`src/rtl/spi_shift_crc.sv`:
```
// SPI mode-0 byte shifter with selectable SCLK rate and a bit-serial CRC-16 over MOSI or MISO.
// One byte per start pulse; start pulses while busy are dropped.
module spi_shift_crc #(
  parameter logic [15:0] CRC_POLY  = 16'h1021,
  parameter logic [15:0] CRC_INIT  = 16'h0000,
  parameter int unsigned SLOW_HALF = 32
) (
  input  logic        clk,
  input  logic        rst,
  input  logic        start_write,
  input  logic        start_read,
  input  logic [7:0]  shift_in,
  output logic [7:0]  shift_out,
  input  logic [1:0]  speed,
  input  logic        crc_reset,
  input  logic        crc_source,
  output logic [15:0] crc_out,
  input  logic        miso,
  output logic        mosi,
  output logic        sclk,
  output logic        busy
);

  typedef enum logic [1:0] {IDLE, LOW, HIGH} state_t;

  state_t      state, state_nxt;
  logic [7:0]  half;
  logic [7:0]  div;
  logic [7:0]  tx;
  logic [7:0]  rx;
  logic [2:0]  bitcnt;
  logic [15:0] crc;
  logic        phase_end;
  logic        load, sample, shift, done;
  logic        crc_bit;

  function automatic logic [7:0] half_of(input logic [1:0] s);
    case (s)
      2'd0:    return 8'(SLOW_HALF);
      2'd1:    return 8'd8;
      2'd2:    return 8'd2;
      default: return 8'd1;
    endcase
  endfunction

  assign phase_end = (div == half - 8'd1);

  always_ff @(posedge clk or posedge rst) begin
    if (rst) state <= IDLE;
    else     state <= state_nxt;
  end

  always_comb begin
    state_nxt = state;
    load      = 1'b0;
    sample    = 1'b0;
    shift     = 1'b0;
    done      = 1'b0;
    unique case (state)
      IDLE: if (start_write || start_read) begin
        state_nxt = LOW;
        load      = 1'b1;
      end
      LOW: if (phase_end) begin
        state_nxt = HIGH;
        sample    = 1'b1;
      end
      HIGH: if (phase_end) begin
        if (bitcnt == 3'd7) begin
          state_nxt = IDLE;
          done      = 1'b1;
        end else begin
          state_nxt = LOW;
          shift     = 1'b1;
        end
      end
      default: state_nxt = IDLE;
    endcase
  end

  // The CRC sees the bit on the wire at the sampling edge: outgoing MSB or incoming miso.
  assign crc_bit = crc_source ? miso : tx[7];

  always_ff @(posedge clk or posedge rst) begin
    if (rst) begin
      half      <= 8'd1;
      div       <= 8'd0;
      tx        <= 8'hFF;
      rx        <= 8'h00;
      bitcnt    <= 3'd0;
      shift_out <= 8'h00;
      crc       <= CRC_INIT;
    end else begin
      if (load) begin
        tx     <= start_write ? shift_in : 8'hFF;
        half   <= half_of(speed);
        bitcnt <= 3'd0;
        div    <= 8'd0;
      end else if (state != IDLE) begin
        div <= phase_end ? 8'd0 : div + 8'd1;
      end
      if (sample) rx <= {rx[6:0], miso};
      if (shift) begin
        tx     <= {tx[6:0], 1'b1};
        bitcnt <= bitcnt + 3'd1;
      end
      if (done) shift_out <= rx;
      if (crc_reset)
        crc <= CRC_INIT;
      else if (sample)
        crc <= {crc[14:0], 1'b0} ^ ((crc[15] ^ crc_bit) ? CRC_POLY : 16'h0000);
    end
  end

  assign busy    = (state != IDLE);
  assign sclk    = (state == HIGH);
  assign mosi    = busy ? tx[7] : 1'b1;
  assign crc_out = crc;

endmodule

```
`config.mk`:
```
export PLATFORM = sky130hd
export DESIGN_NAME = spi_shift_crc
export DESIGN_NICKNAME = d
export VERILOG_FILES = /design/src/rtl/spi_shift_crc.sv
export SDC_FILE = /design/constraint.sdc
export NUM_CORES = 1
export LEC_CHECK = 0
export CORE_MARGIN = 2
export CORE_UTILIZATION = 53
export CTS_CLUSTER_DIAMETER = 40
export DETAILED_ROUTE_END_ITERATION = 6
export PLACE_DENSITY = 0.75
export SETUP_SLACK_MARGIN = 0.15
export SLEW_MARGIN = 10
export SYNTH_ARGS = -nofsm -noshare
export SYNTH_HDL_FRONTEND = slang
export SYNTH_SLANG_ARGS = --single-unit
```
`constraint.sdc`:
```
create_clock -name clk -period 3 [get_ports clk]
set_input_delay 0.45 -clock clk [delete_from_list [all_inputs] [get_ports clk]]
set_output_delay 0.45 -clock clk [all_outputs]
set_load 0.02 [all_outputs]
```
**Run 1: supply network**

Bar = 20 um. Pins as bars on the die edge. Tap cells in gray.
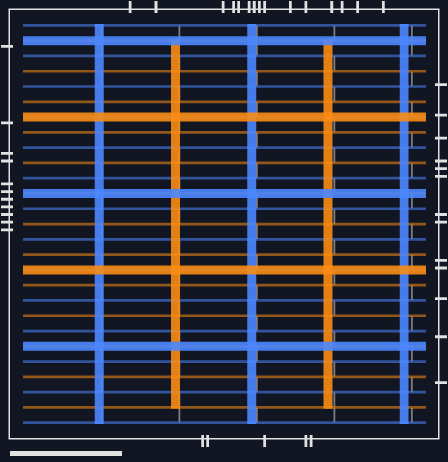
Blue stands for VSS. Orange stands for VDD.
5 straps on met4. 44 signal pins sit on the boundary. 27 met1 rails follow the rows. 5 straps on met5.
worst supply voltage drop on vdd: 0.0004522 V
Die Ht: 76.18 um
area inside the core boundary: 5075 um2

**Run 1: cell classes on the final placement**

Bar = 20 um.
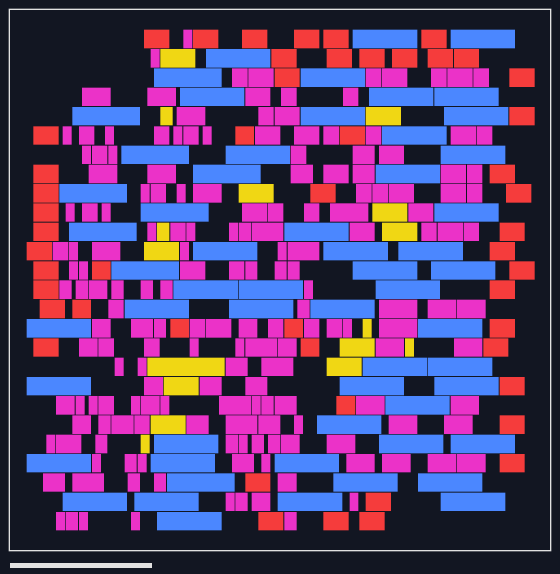
Red stands for remaining buffers and delay cells, cells 50, share of their area 14%. Yellow stands for clock drivers and dummy loads, cells 16, share of their area 5.6%. Magenta stands for combinational and other logic, cells 177, share of their area 38%. Blue stands for sequential cells, cells 57, share of their area 43%.
Post-Route Utilization: 68.24%
fraction of standard cell area that is sequential: 41.51%

**Run 1: routed clock nets over the placement**

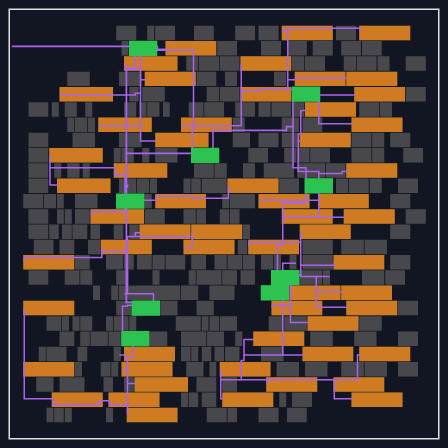
Orange stands for flip-flops, count 57. Green stands for clock drivers, count 9. Purple stands for clock wires, length 695 um.
There are 10 routed clock nets. Position of the flops: spread over the die.
Post-Route Skew: 0.008903 ns
proportion of power drawn by the clock network: 27.6%

**Run 1: wiring by layer**

Bar = 20 um. Two of the layers only.
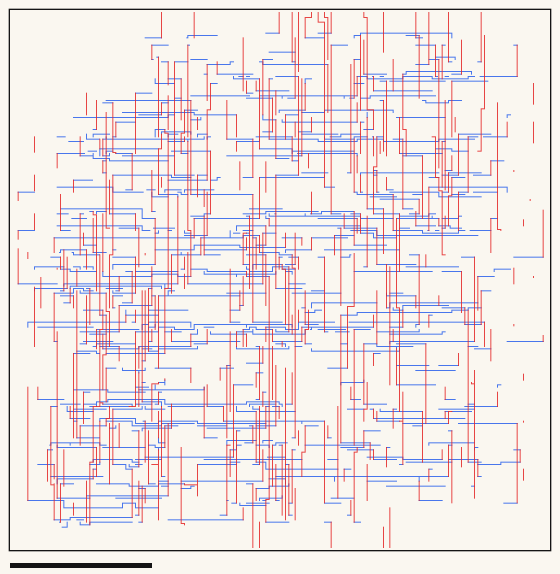
Blue stands for metal 1, wire length 2350 um. Red stands for metal 2, wire length 2370 um.
global router's overall resource usage: 18.56%
vias after detailed routing: 1899
wire length per cell: 13.26 um

==> impl_metrics.csv, run 1 <==
group,metric,value,unit
die,die_w,76.18,um
placed_design,gp_congestion,0.8362,
final_layout,final_design_area_no_fill,3463,um2
logic_synthesis,synth-cells-yosys,245,
clock_tree,cts_hold_buffers,0,
worst_setup_path,cp_startpoint_kind,"flop",
final_timing,worstMarginPinSlew,0.6275,ns
final_timing,rsz_0062_raised_after_global_routing,"false",
logic_synthesis,synth.top_cell.area_share,43.50,%
final_layout,antenna_cells_inserted,0,
power,switching_power,0.0007742,W
worst_setup_path,reg2regPathDepth,8,
detailed_routing,drc,0,
power,internal_power,0.001724,W
die,core.rowCount,26,
clock_tree,cts.root.buffer_cell,"clkbuf_8",
final_timing,report.final.setup_viol,0,
worst_setup_path,worst_ep_arrival_time,2.88,ns
global_route,grt_start_max_net_pins,26,
detailed_routing,first_pass_iteration_count_of_the_detailed_router,4,
final_layout,layout-drive-gt1-share,19.00,%
clock_tree,clk_sink_count,57,
logic_synthesis,synth.top_cells.by_count,"dfrtp_1 (48), nand2b_1 (22), mux2_2 (20)",
clock_tree,clock_path_buffers,2,
placed_design,placement.setup.worst_slack,0.3754,ns
final_layout,synthToLayoutAreaGrowth,25.42,%
global_route,grt_pass1_vias,1856,
clock_tree,tritoncts,"built",
worst_setup_path,critical_path.max_fanout,12,
detailed_routing,final_wirelength,4907,um
clock_tree,path_clk_slew,0.07,ns
global_route,grt_pass1_wl,8569,um
logic_synthesis,syn_inst,245,
logic_synthesis,yosysUniqueCellTypes,37,
detailed_routing,drt_iter0_markers,64,
final_timing,final_max_slew_viols,0,
logic_synthesis,topCellsByArea,"dfrtp_1 (43%), dfstp_2 (8.6%), mux2_2 (8.2%)",
clock_tree,post_cts.resized_instances,0,
logic_synthesis,synth_flop_count,57,
logic_synthesis,mappedNetlistNets,267,
final_timing,maxSlewHeadroom,57.73,%
logic_synthesis,synthesis.area_per_instance,11.27,um2
logic_synthesis,ff_type,"dfrtp_1",
run_status,outcome,"finished, final reports clean",
logic_synthesis,synth_area,2761,um2
placed_design,dp_cells,354,
die,core_util_floorplan,54.41,%
power,power.share.sequential,43.2,%
worst_setup_path,timing.critical_path.to_type,"flop",
power,power_leakage,1.654,nW
final_timing,fin_crit_sh,87.64,%
worst_setup_path,worstPathRequired,3.25,ns
global_route,gr-total-overflow,0,
logic_synthesis,edf_count,0,
power,switching_fraction,30.99,%
logic_synthesis,async_flop_share,100.0,%
die,chipArea,5803,um2
logic_synthesis,synthDominantAreaCellType,"dfrtp_1",
logic_synthesis,synth_dominant_cell_count,"dfrtp_1",
final_timing,layout_min_cycle_time,2.629,ns
detailed_routing,drt-vias-per-instance,5.132,
clock_tree,cts_post_setup_buffers_inserted,0,
clock_tree,numCtsBuffers,9,
die,pin_count,44,
placed_design,placedInstanceArea,3274,um2
clock_tree,clock_insertion_delay_worst_skew,0.33,ns
global_route,antenna_found_initial,0,
logic_synthesis,yosys_area,2761,um2
power,logic_pwr_share,29.2,%
detailed_routing,antenna_violating_nets_post_route,0,
final_layout,final_cell_count_no_fill,370,
final_timing,max_clock_freq,380.4,MHz
placed_design,post-dp-hpwl,3527,um
final_timing,final.setup.tns,0,ns
power,p_per_area,721.3,nW/um2
run,maxCapViolations,0,
final_timing,timing.final.ws_setup,0.3708,ns
placed_design,buffer_ports.inserted,43,
clock_tree,htree_num_levels,3,
logic_synthesis,number_of_synthesis_warnings,0,
run,number_of_warnings_in_the_stage_logs,26,
hold_path,hold_path.class,"in -> async",
logic_synthesis,synth.yosys.seq_area_share,52.06,%
worst_setup_path,critPathKind,"reg -> reg",
final_layout,fin_nets,317,
final_timing,report.final.hold_viol_count,0,
==> run 1: sequential cells by signal, indices dropped and copies added (netlist names) <==
register / cells
shift_out: 8
bitcnt: 3
div: 8
tx: 8
state: 2
half: 4
crc_out: 16
rx: 8
==> run 1: cell usage in the layout (no fill, tap or decap), types with 3 or more instances in the layout <==
master / n
dfrtp_1: 48
clkdlybuf4s50_1: 43
nand2b_1: 22
mux2_2: 20
mux2i_1: 19
nand2_1: 15
inv_1: 14
o21ai_0: 13
nor2_1: 12
clkbuf_8: 10
dfstp_2: 9
nand3_1: 7
a31oi_1: 7
buf_4: 7
xor2_1: 6
xnor2_1: 5
ha_1: 5
nand3b_1: 4
nor3_1: 3
mux2_4: 3
clkbuf_1: 3
==> run 1: power groups by stage <==
stage | registers, W | logic (W) | clock network (W)
CTS | 0.00108 | 0.000742 | 0.000701
detailed placement | 0.00109 | 0.000739 | 0
global placement | 0.00109 | 0.000717 | 0
global route | 0.00110 | 0.000823 | 0.000742
finish | 0.00108 | 0.000730 | 0.000689
floorplan | 0.00105 | 0.000572 | 0
==> run 1: layer usage <==
layer / up-vias / GRT usage [%] / part of all wire [%]
met3: 6 / 4.621 / 2.8
li1: 948 / - / -
met4: 0 / 7.091 / 1.1
met1: 913 / 25.18 / 48
met2: 32 / 29.02 / 48
met5: - / 0 / 0
==> run 1: logic make-up after synthesis <==
group	share of synthesized area, %
xor gates and xnor gates	3.489
buffers and inverters	4.123
adders and majority gates	2.266
AOI/OAI and AO/OA	5.936
muxes	16.67
DFF	52.06
and+or+nand+nor	15.45
==> run 1: worst paths after layout <==
kind                               from      endpoint  slack [ns]
worst min-delay path                rst       half[5]        0.41
worst max register to register  half[0]         tx[4]        0.37
min in group clk                  rx[7]  shift_out[7]        0.50
max in group asynchronous           rst   crc_out[12]        1.94
worst min register to register    rx[7]  shift_out[7]        0.50
worst max-delay path            half[0]         tx[4]        0.37
==> run 1: stage by stage <==
| stage | hold slack [ns] | total power, W | utilization [%] |
|---|---|---|---|
| 2_1_floorplan | 0.4550 | 0.001623 | - |
| 3_3_place_gp | 0.4747 | 0.001803 | 64.52 |
| 3_5_place_dp | 0.4897 | 0.001830 | 64.52 |
| 4_1_cts | 0.4233 | 0.002522 | 68.24 |
| 5_1_grt | 0.4628 | 0.002666 | 68.24 |
| 6_report | 0.4135 | 0.002498 | 68.24 |
==> run 1: layout make-up <==
type                            count  area [um2]
Clock buffer                       13       148.9
Clock inverter                      3       40.04
Fill cell                         424        1612
Inverter                           15       56.30
Multi-Input combinational cell    162        1210
Sequential cell                    57        1438
Tap cell                           70       87.58
Timing Repair Buffer               50       483.0
==> run 1: worst max-delay path, cell delays in order, from the launching register on <==
cell	delay (ns)
dfstp_2	0.54
inv_1	0.05
ha_1	0.23
ha_1	0.30
xor2_1	0.14
nand3_1	0.10
nor4_2	0.29
and2_1	0.50
mux2_2	0.39
**Run 1: cell outlines without signal wires**

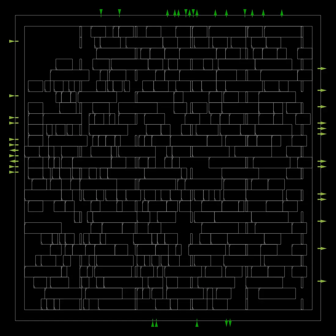

## Run 2: what changed since run 1
CAP_MARGIN = 20   (was not set)
PLACE_DENSITY = 0.77   (was 0.75)
RECOVER_POWER = 25   (was not set)
**Run 2: cell outlines without signal wires**

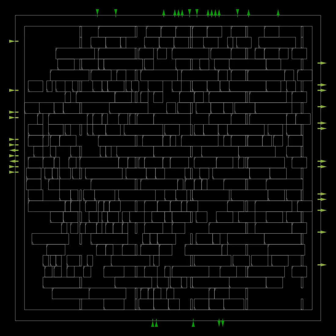
final-layout fill cell count: 415
fraction of standard cell area that is sequential: 41.63%
Final Non-Filler Cells: 369

**Run 2: supply network**

Bar = 20 um. Pins as bars on the die edge. Tap cells in gray.
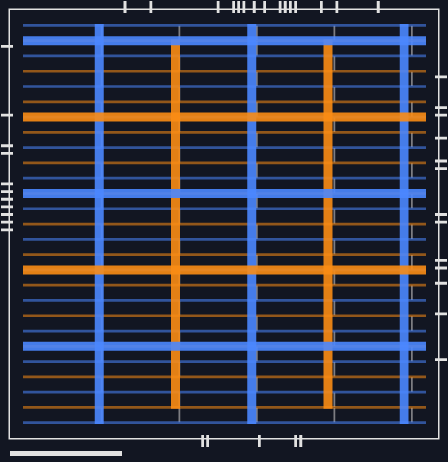
Orange stands for VDD. Blue stands for VSS.
The core has 26 rows. 5 straps on met4. 70 tap cells.
worst supply voltage drop on vdd: 0.0005193 V
width of the die: 76.18 um

==> impl_metrics.csv, run 2 <==
group,metric,value,unit
run_status,outcome,"finished, final reports clean",
power,power_leakage,1.646,nW
detailed_routing,first_pass_iteration_count_of_the_detailed_router,4,
logic_synthesis,synthSimpleGateAreaFrac,15.45,%
worst_setup_path,worstPathRequired,3.26,ns
logic_synthesis,synthesis.area_per_instance,11.27,um2
die,chipArea,5803,um2
logic_synthesis,synth.top_cell.area_share,43.50,%
detailed_routing,drt-vias-per-instance,5.214,
run,number_of_warnings_in_the_stage_logs,26,
logic_synthesis,post_synth_main_logic_family,"multiplexers",
final_timing,report.final.hold_viol_count,0,
hold_path,hold-path-endpoint,"shift_out[7]",
final_timing,layout_min_cycle_time,2.636,ns
logic_synthesis,mappedNetlistNets,267,
global_route,grt_pass1_wl,8811,um
detailed_routing,final_wirelength,5085,um
detailed_routing,routed.top_layer,"met4",
placed_design,post-dp-hpwl,3374,um
die,pin_count,44,
detailed_routing,via_count,1924,
die,core_util_floorplan,54.41,%
clock_tree,post_cts.resized_instances,0,
clock_tree,tritoncts,"built",
clock_tree,path_clk_slew,0.06,ns
final_layout,largest_register_ff_count,16,
final_timing,maxSlewHeadroom,7.558,%
die,core-area,5075,um2
clock_tree,htree_num_levels,3,
clock_tree,clock_insertion_delay_worst_skew,0.34,ns
logic_synthesis,synth-cells-yosys,245,
final_layout,layout.cells.most_common,"dfrtp_1",
hold_path,worstHoldStart,"rx[7]",
logic_synthesis,synthDominantAreaCellType,"dfrtp_1",
clock_tree,numCtsBuffers,9,
final_timing,report.final.setup_viol,0,
detailed_routing,wl_met1,2364,um
final_timing,final.setup.tns,0,ns
final_layout,synthToLayoutAreaGrowth,25.06,%
detailed_routing,met3_wire_len,176,um
worst_setup_path,worst_ep_arrival_time,2.90,ns
detailed_routing,drt_iter0_markers,152,
logic_synthesis,synth.mux.area_fraction,16.67,%
logic_synthesis,syn_inst,245,
run,maxCapViolations,0,
global_route,grtUsageTotal,19.39,%
logic_synthesis,yosys_area,2761,um2
worst_setup_path,ff2ff_setup_slack,0.36,ns
clock_tree,clock_path_buffers,2,
global_route,grt_pass1_vias,1888,
clock_tree,cts_post_setup_buffers_inserted,0,
global_route,gr-total-overflow,0,
logic_synthesis,synth_area,2761,um2
clock_tree,clk_sink_count,57,
final_timing,fin_crit_sh,87.86,%
logic_synthesis,synth.yosys.seq_area_share,52.06,%
logic_synthesis,edf_count,0,
logic_synthesis,async_flop_share,100.0,%
worst_setup_path,reg2regPathDepth,9,
worst_setup_path,critical_path.max_fanout,13,
power,p_per_area,724.9,nW/um2
logic_synthesis,number_of_synthesis_warnings,0,
worst_setup_path,crit-reg2reg-capture,"tx[2]",
final_timing,fin_hold_ws,0.4978,ns
-- run 2: cell counts after synthesis --
Identical to the previous run, type by type.
-- run 2: layer usage --
metal,track usage (%),vias to the layer above
met5,0,-
met2,29.73,36
met3,4.265,11
met4,10.91,0
met1,25.73,937
li1,-,940
-- run 2: cell type report --
| class | count | area (um2) | share of cell area (%) |
|---|---|---|---|
| timing repair buffer | 49 | 473.0 | 13.70 |
| tap | 70 | 87.58 | 2.536 |
| clock buffer | 13 | 148.9 | 4.312 |
| multi-input combinational | 162 | 1210 | 35.04 |
| inverter | 15 | 56.30 | 1.630 |
| clock inverter | 3 | 40.04 | 1.159 |
| sequential | 57 | 1438 | 41.63 |
-- run 2: power by group --
group          switching (W)  internal, W  total (W)
clock               0.000289     0.000404   0.000693
combinational       0.000362     0.000370   0.000732
sequential          0.000131     0.000947    0.00108
total               0.000782      0.00172    0.00250
-- run 2: how the worst max path moves through the flow --
stage,end,start,slack [ns],cells past startpoint
after global placement,shift_out[1],half[0],0.44,9
after floorplan,rx[0],half[0],0.67,10
after detailed placement,tx[2],half[0],0.37,9
final,tx[2],half[0],0.36,9
after CTS,tx[2],half[0],0.35,9
after global routing,tx[2],half[0],0.16,9
-- run 2: kinds of logic after synthesis --
family                   after synthesis
AND/OR/NAND/NOR                       77
flip-flops                            57
multiplexers                          42
AND-OR/OR-AND                         27
buffers and inverters                 26
XOR/XNOR                              11
adder cells (fa/ha/maj)                5
-- run 2: worst max-delay path, stage by stage, from the launching register on --
cell and delay [ns]:
dfstp_2 0.55, inv_1 0.06, ha_1 0.23, ha_1 0.20, xnor2_1 0.15, nand2_1 0.08
nor4_2 0.24, buf_4 0.22, and2_1 0.44, mux2_2 0.40
-- run 2: per-stage QoR --
stage,util (%),worst slack (ns),instances,power (W),cell area (um2)
floorplan,-,0.6706,245,0.001623,2761
global placement,64.37,0.4384,353,0.001797,3267
detailed placement,64.37,0.3691,353,0.001827,3267
CTS,68.10,0.3486,369,0.002533,3456
global route,68.05,0.1556,369,0.002676,3453
finish,68.05,0.3642,369,0.002503,3453
Power and IR drop assume default switching activity.
